$ cat src/rtl/z_muldiv_unit.sv
// Iterative signed multiply/divide unit: radix-2 Booth multiply, restoring divide on magnitudes.
// Operand A comes from the Y register, operand B from the bus; the result is held in the Z pair.
module z_muldiv_unit #(
    parameter int unsigned WIDTH = 32
) (
    input  logic             clock,
    input  logic             clear,
    input  logic             start,
    input  logic             div_sel,
    input  logic [WIDTH-1:0] y_in,
    input  logic [WIDTH-1:0] bus_in,
    output logic             busy,
    output logic             done,
    output logic             div_by_zero,
    output logic [WIDTH-1:0] z_hi,
    output logic [WIDTH-1:0] z_low
);

    localparam int unsigned CW = $clog2(WIDTH);

    typedef enum logic [1:0] {IDLE, RUN, FIX, DONE} state_t;

    state_t           state;
    logic [CW-1:0]    iterCnt;
    logic             isDiv;
    logic             divZero;
    logic             aNeg;
    logic             bNeg;
    logic             qm1;
    logic [WIDTH-1:0] opA;
    logic [WIDTH-1:0] absB;
    logic [WIDTH-1:0] lowReg;
    logic [WIDTH:0]   accReg;

    logic [WIDTH:0]   aExt;
    logic [WIDTH:0]   boothSum;
    logic [WIDTH:0]   remShift;
    logic [WIDTH:0]   trial;
    logic [WIDTH-1:0] quotFix;
    logic [WIDTH-1:0] remFix;
    logic [WIDTH-1:0] absY;
    logic [WIDTH-1:0] absBus;

    // The accumulator carries one extra bit so that subtracting MIN cannot overflow.
    always_comb begin
        aExt     = {opA[WIDTH-1], opA};
        boothSum = accReg;
        case ({lowReg[0], qm1})
            2'b01:   boothSum = accReg + aExt;
            2'b10:   boothSum = accReg - aExt;
            default: boothSum = accReg;
        endcase
        remShift = {accReg[WIDTH-1:0], lowReg[WIDTH-1]};
        trial    = remShift - {1'b0, absB};
        quotFix  = (aNeg ^ bNeg) ? WIDTH'(0) - lowReg : lowReg;
        remFix   = aNeg ? WIDTH'(0) - accReg[WIDTH-1:0] : accReg[WIDTH-1:0];
        absY     = y_in[WIDTH-1] ? WIDTH'(0) - y_in : y_in;
        absBus   = bus_in[WIDTH-1] ? WIDTH'(0) - bus_in : bus_in;
    end

    always_ff @(posedge clock or negedge clear) begin
        if (!clear) begin
            state       <= IDLE;
            iterCnt     <= '0;
            isDiv       <= 1'b0;
            divZero     <= 1'b0;
            aNeg        <= 1'b0;
            bNeg        <= 1'b0;
            qm1         <= 1'b0;
            opA         <= '0;
            absB        <= '0;
            lowReg      <= '0;
            accReg      <= '0;
            busy        <= 1'b0;
            done        <= 1'b0;
            div_by_zero <= 1'b0;
            z_hi        <= '0;
            z_low       <= '0;
        end else begin
            case (state)
                IDLE: begin
                    if (start) begin
                        opA         <= y_in;
                        isDiv       <= div_sel;
                        aNeg        <= y_in[WIDTH-1];
                        bNeg        <= bus_in[WIDTH-1];
                        absB        <= absBus;
                        accReg      <= '0;
                        qm1         <= 1'b0;
                        lowReg      <= div_sel ? absY : bus_in;
                        iterCnt     <= '0;
                        div_by_zero <= 1'b0;
                        busy        <= 1'b1;
                        // A zero divisor skips the iterations and finishes from FIX.
                        if (div_sel && (bus_in == '0)) begin
                            divZero <= 1'b1;
                            state   <= FIX;
                        end else begin
                            divZero <= 1'b0;
                            state   <= RUN;
                        end
                    end
                end
                RUN: begin
                    if (isDiv) begin
                        if (!trial[WIDTH]) begin
                            accReg <= trial;
                            lowReg <= {lowReg[WIDTH-2:0], 1'b1};
                        end else begin
                            accReg <= remShift;
                            lowReg <= {lowReg[WIDTH-2:0], 1'b0};
                        end
                    end else begin
                        accReg <= {boothSum[WIDTH], boothSum[WIDTH:1]};
                        lowReg <= {boothSum[0], lowReg[WIDTH-1:1]};
                        qm1    <= lowReg[0];
                    end
                    iterCnt <= iterCnt + CW'(1);
                    if (iterCnt == CW'(WIDTH - 1)) begin
                        state <= FIX;
                    end
                end
                FIX: begin
                    if (divZero) begin
                        z_hi        <= opA;
                        z_low       <= '1;
                        div_by_zero <= 1'b1;
                    end else if (isDiv) begin
                        z_hi  <= remFix;
                        z_low <= quotFix;
                    end else begin
                        z_hi  <= accReg[WIDTH-1:0];
                        z_low <= lowReg;
                    end
                    busy  <= 1'b0;
                    done  <= 1'b1;
                    state <= DONE;
                end
                DONE: begin
                    done  <= 1'b0;
                    state <= IDLE;
                end
                default: state <= IDLE;
            endcase
        end
    end

endmodule

$ cat config.mk
export PLATFORM = sky130hd
export DESIGN_NAME = z_muldiv_unit
export DESIGN_NICKNAME = d
export VERILOG_FILES = /design/src/rtl/z_muldiv_unit.sv
export SDC_FILE = /design/constraint.sdc
export NUM_CORES = 1
export LEC_CHECK = 0
export CELL_PAD_IN_SITES_DETAIL_PLACEMENT = 2
export CELL_PAD_IN_SITES_GLOBAL_PLACEMENT = 2
export CORE_MARGIN = 1.5
export CORE_UTILIZATION = 36
export CTS_CLUSTER_SIZE = 30
export DETAILED_ROUTE_END_ITERATION = 8
export PLACE_DENSITY_LB_ADDON = 0.1
export SYNTH_ARGS = -nofsm -noshare
export SYNTH_HDL_FRONTEND = slang
export SYNTH_SLANG_ARGS = --single-unit
$ cat constraint.sdc
create_clock -name clock -period 5.68 [get_ports clock]
set_input_delay 1.704 -clock clock [delete_from_list [all_inputs] [get_ports clock]]
set_output_delay 1.704 -clock clock [all_outputs]
set_load 0.005 [all_outputs]
The metal 4 layer:
Bar = 50 um. Supply wires on this layer in gray.
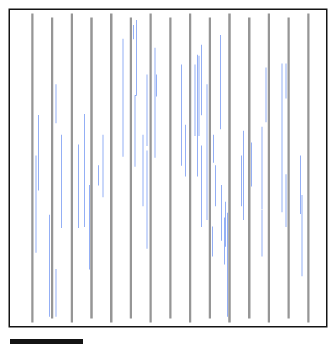
- nets with wire on the layer: 38
- main direction: vertical
- longest straight run: 102 um
via count: 16100
final WL: 69.4 mm

Routed metal per tile:
Bar = 50 um. 22 x 22 tiles, from dark purple (low) to yellow (high), scaled to the fullest tile. Values are wire area over tile area, all layers added.
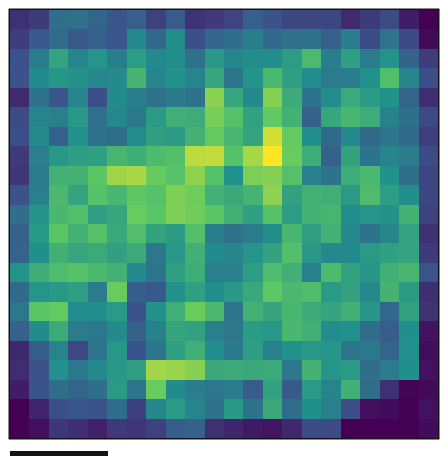
- densest ninth of the die: center
- nearly empty tiles: 1.9%
- fullest tile: 0.49
- mean over tiles: 0.23
- tiles over half the peak: 45%
wire per inst: 25.2 um
gr usage total: 0.293

Placed standard cells:
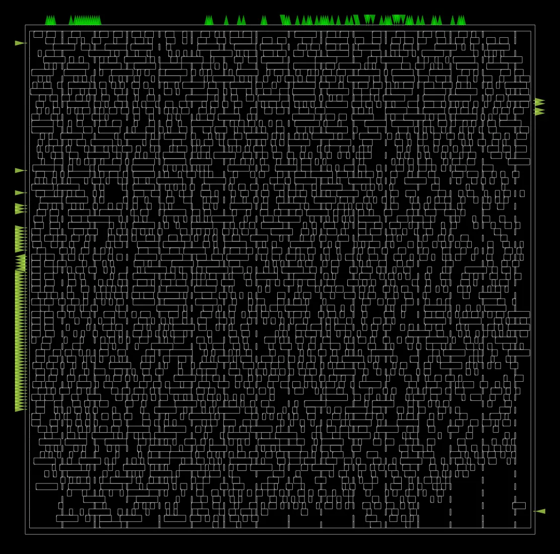
Row Count: 78
Final Instance Count excl. Fillers: 2756
filler cell count in the final layout: 5158
final core utilization: 0.424

==> run summary <==
yosys + openroad results -> status=finished, final reports clean, DR WL met3=2.45 mm, dominant logic cell types in the final layout=227 x a21oi_1, 215 x nand2_1, 208 x nor2_1, 208 x o21ai_0, 205 x dfrtp_1, Leakage=7.99 nW, crit path DRT=a little over 6 ns, diode count=0, most instantiated logic cell after routing=a21oi_1, max incr delay on CP=0.60 ns, pwr/cell area=756 nW/um2, CP Class=reg2reg, Post-DP HPWL=54.3 mm, WP buf/inv=0, YS chip area=16600 um2, Biggest consumer=combinational cells, TritonCTS Buffers=26, GRT overflow=0, Worst setup EP type=flop, XORs/XNORs by Area=0.104, Die Y=218 um, cell area after synthesis=about 17000 um2, Initial Util=0.365, Final GP Congestion=0.890, combinational gates=1654, share of layout cells above drive strength 1=0.0700, YS warnings=0, max_cap viols=0, CP startpoint=opA[10], clock power share=0.113, clock sinks=207, r2r worst-path depth=15, P_sw=7.55 mW, Adders+Majority by Area=0.0606, Hold Path Cell Cnt=2, Gate power share=0.668, Max-area cell class=logic gates, area fraction in mux cells=0.0698, cell type with the largest total area=dfrtp_1, Top Metal Used=met4, FFs & Latches=~210, worst r2r dst=accReg[27], CTS tree=yes, ClkCell Share=0.0427, top_reg_cell synth=dfrtp_1, Simple-Gate Area Share=0.167, CTS clk-pin slew, worst paths=0.06 ns, Non-clk invs=83, clk pwr=1.64 mW, register share of total power=0.219, r2r startpoint=opA[10], flop share of the area=0.269, delay-heaviest family, CP=AND-OR/OR-AND gates, Seq/Total Area, Yosys=0.313, WL met1=30.4 mm, most numerous cell in the Yosys netlist=a21oi_1, Most common cell on crit path=o21ai_0, Comb power=9.72 mW, Post-Synthesis Mean Instance Area=between 7 and 8 um2, die width=218 um, Distinct cells, synth=about 74, area grow syn2layout=16.2%, top cells by count=227 x a21oi_1, 216 x nand2_1, 209 x o21ai_0, Hold Crit Class=reg2reg, Period minus WS final=4.90 ns, CTS resizes=0, end point of the critical path=accReg[27], Top logic family=AND-OR/OR-AND gates, Worst-Skew Late Latency=0.57 ns, Hold Vio Cnt, Final=0, Async S/R FF share, synth=1.00, Chip Area=47300 um2, clk_skew=0.0246 ns, max_slew headroom=0.211, Worst Hold End=absB[14], vias in the first global route=17500, Max-area cell share=0.313, hold wc startpoint=absB[14], Max clock buf depth=3, main area contributors=dfrtp_1 31%, a21oi_1 6.9%, o21ai_0 6.3%, worst path arrival time=5.31 ns, WL met2=34.3 mm, worst-margin pin slew=1.18 ns, clkbuf count=38, Pint=approximately 7.0 mW, first-pass GRT wire length=106 mm, fin. max-slew vios=0, number of remaining DRC errors=0, Peak VDD IR=374 uV, vias per cell=between 5 and 6, Synth Net Count=2222, setup TNS=0 ns, drt first pass iters=4, R2R setup slack=about 0.78 ns, unrepaired setup endpoints after global routing=no, Worst setup SP type=flop, Post-CTS Setup Bufs=0, FF+latch area=5180 um2, Signal buffers=between 150 and 200, Signal buf overhead=0.0828, worst-path maximum fanout=8, Setup Viol. Count Final=0, Top Ports=135, aoi share=0.236, PortBufs=approximately 130, H-tree levels=1, Detail Route Antenna Nets=0, combinational share of cell area=0.550, Post-Syn Instances=2075, CTS root buffer=clkbuf_16, highest clock rate=0.204 GHz, crit path cell chain=or4_1, or3_1, nor3_1, a21o_1, o21ai_0, xnor2_1, ha_1, a21oi_1, o21ai_0, or3_1, o21ai_0, o21ai_0, xnor2_1, a31oi_1, a41oi_1, final worst-path cycle share=0.863, critical path's slowest cell=or4_1, initial antenna violation count=2, logic area=10600 um2, DP Cell Count=between 2000 and 3000, ys cells=2075, largest net degree at the start of global routing=100, NumNets Final=2285, initial drt markers=666
==> through the flow <==
step	power, mW	hold WS, ns	setup slack, ns	utilization	instance area [um2]
floorplan	9.45	0.450	1.47	-	16600
detailed placement	12.9	0.474	0.817	0.406	18400
finish	14.6	0.479	0.780	0.424	19300
CTS	14.6	0.487	0.838	0.424	19300
global placement	12.5	0.466	0.902	0.406	18400
global route	15.7	0.507	0.309	0.424	19300
==> sequential cells by signal, indices dropped and copies added (netlist names) <==
name and count:
state 2, absB 32, lowReg 32, div_by_zero 1, opA 31, qm1 1, isDiv 1, accReg 33
divZero 1, aNeg 1, z_low 32, busy 1, done 1, bNeg 1, z_hi 32, iterCnt 5
==> routing by layer <==
layer,vias to the layer above,GRT usage
met5,-,0
met4,0,0.0958
met3,102,0.0367
met2,269,0.510
met1,8282,0.374
li1,7488,-
No activity file was given, so power comes from the tool's default toggle rates.
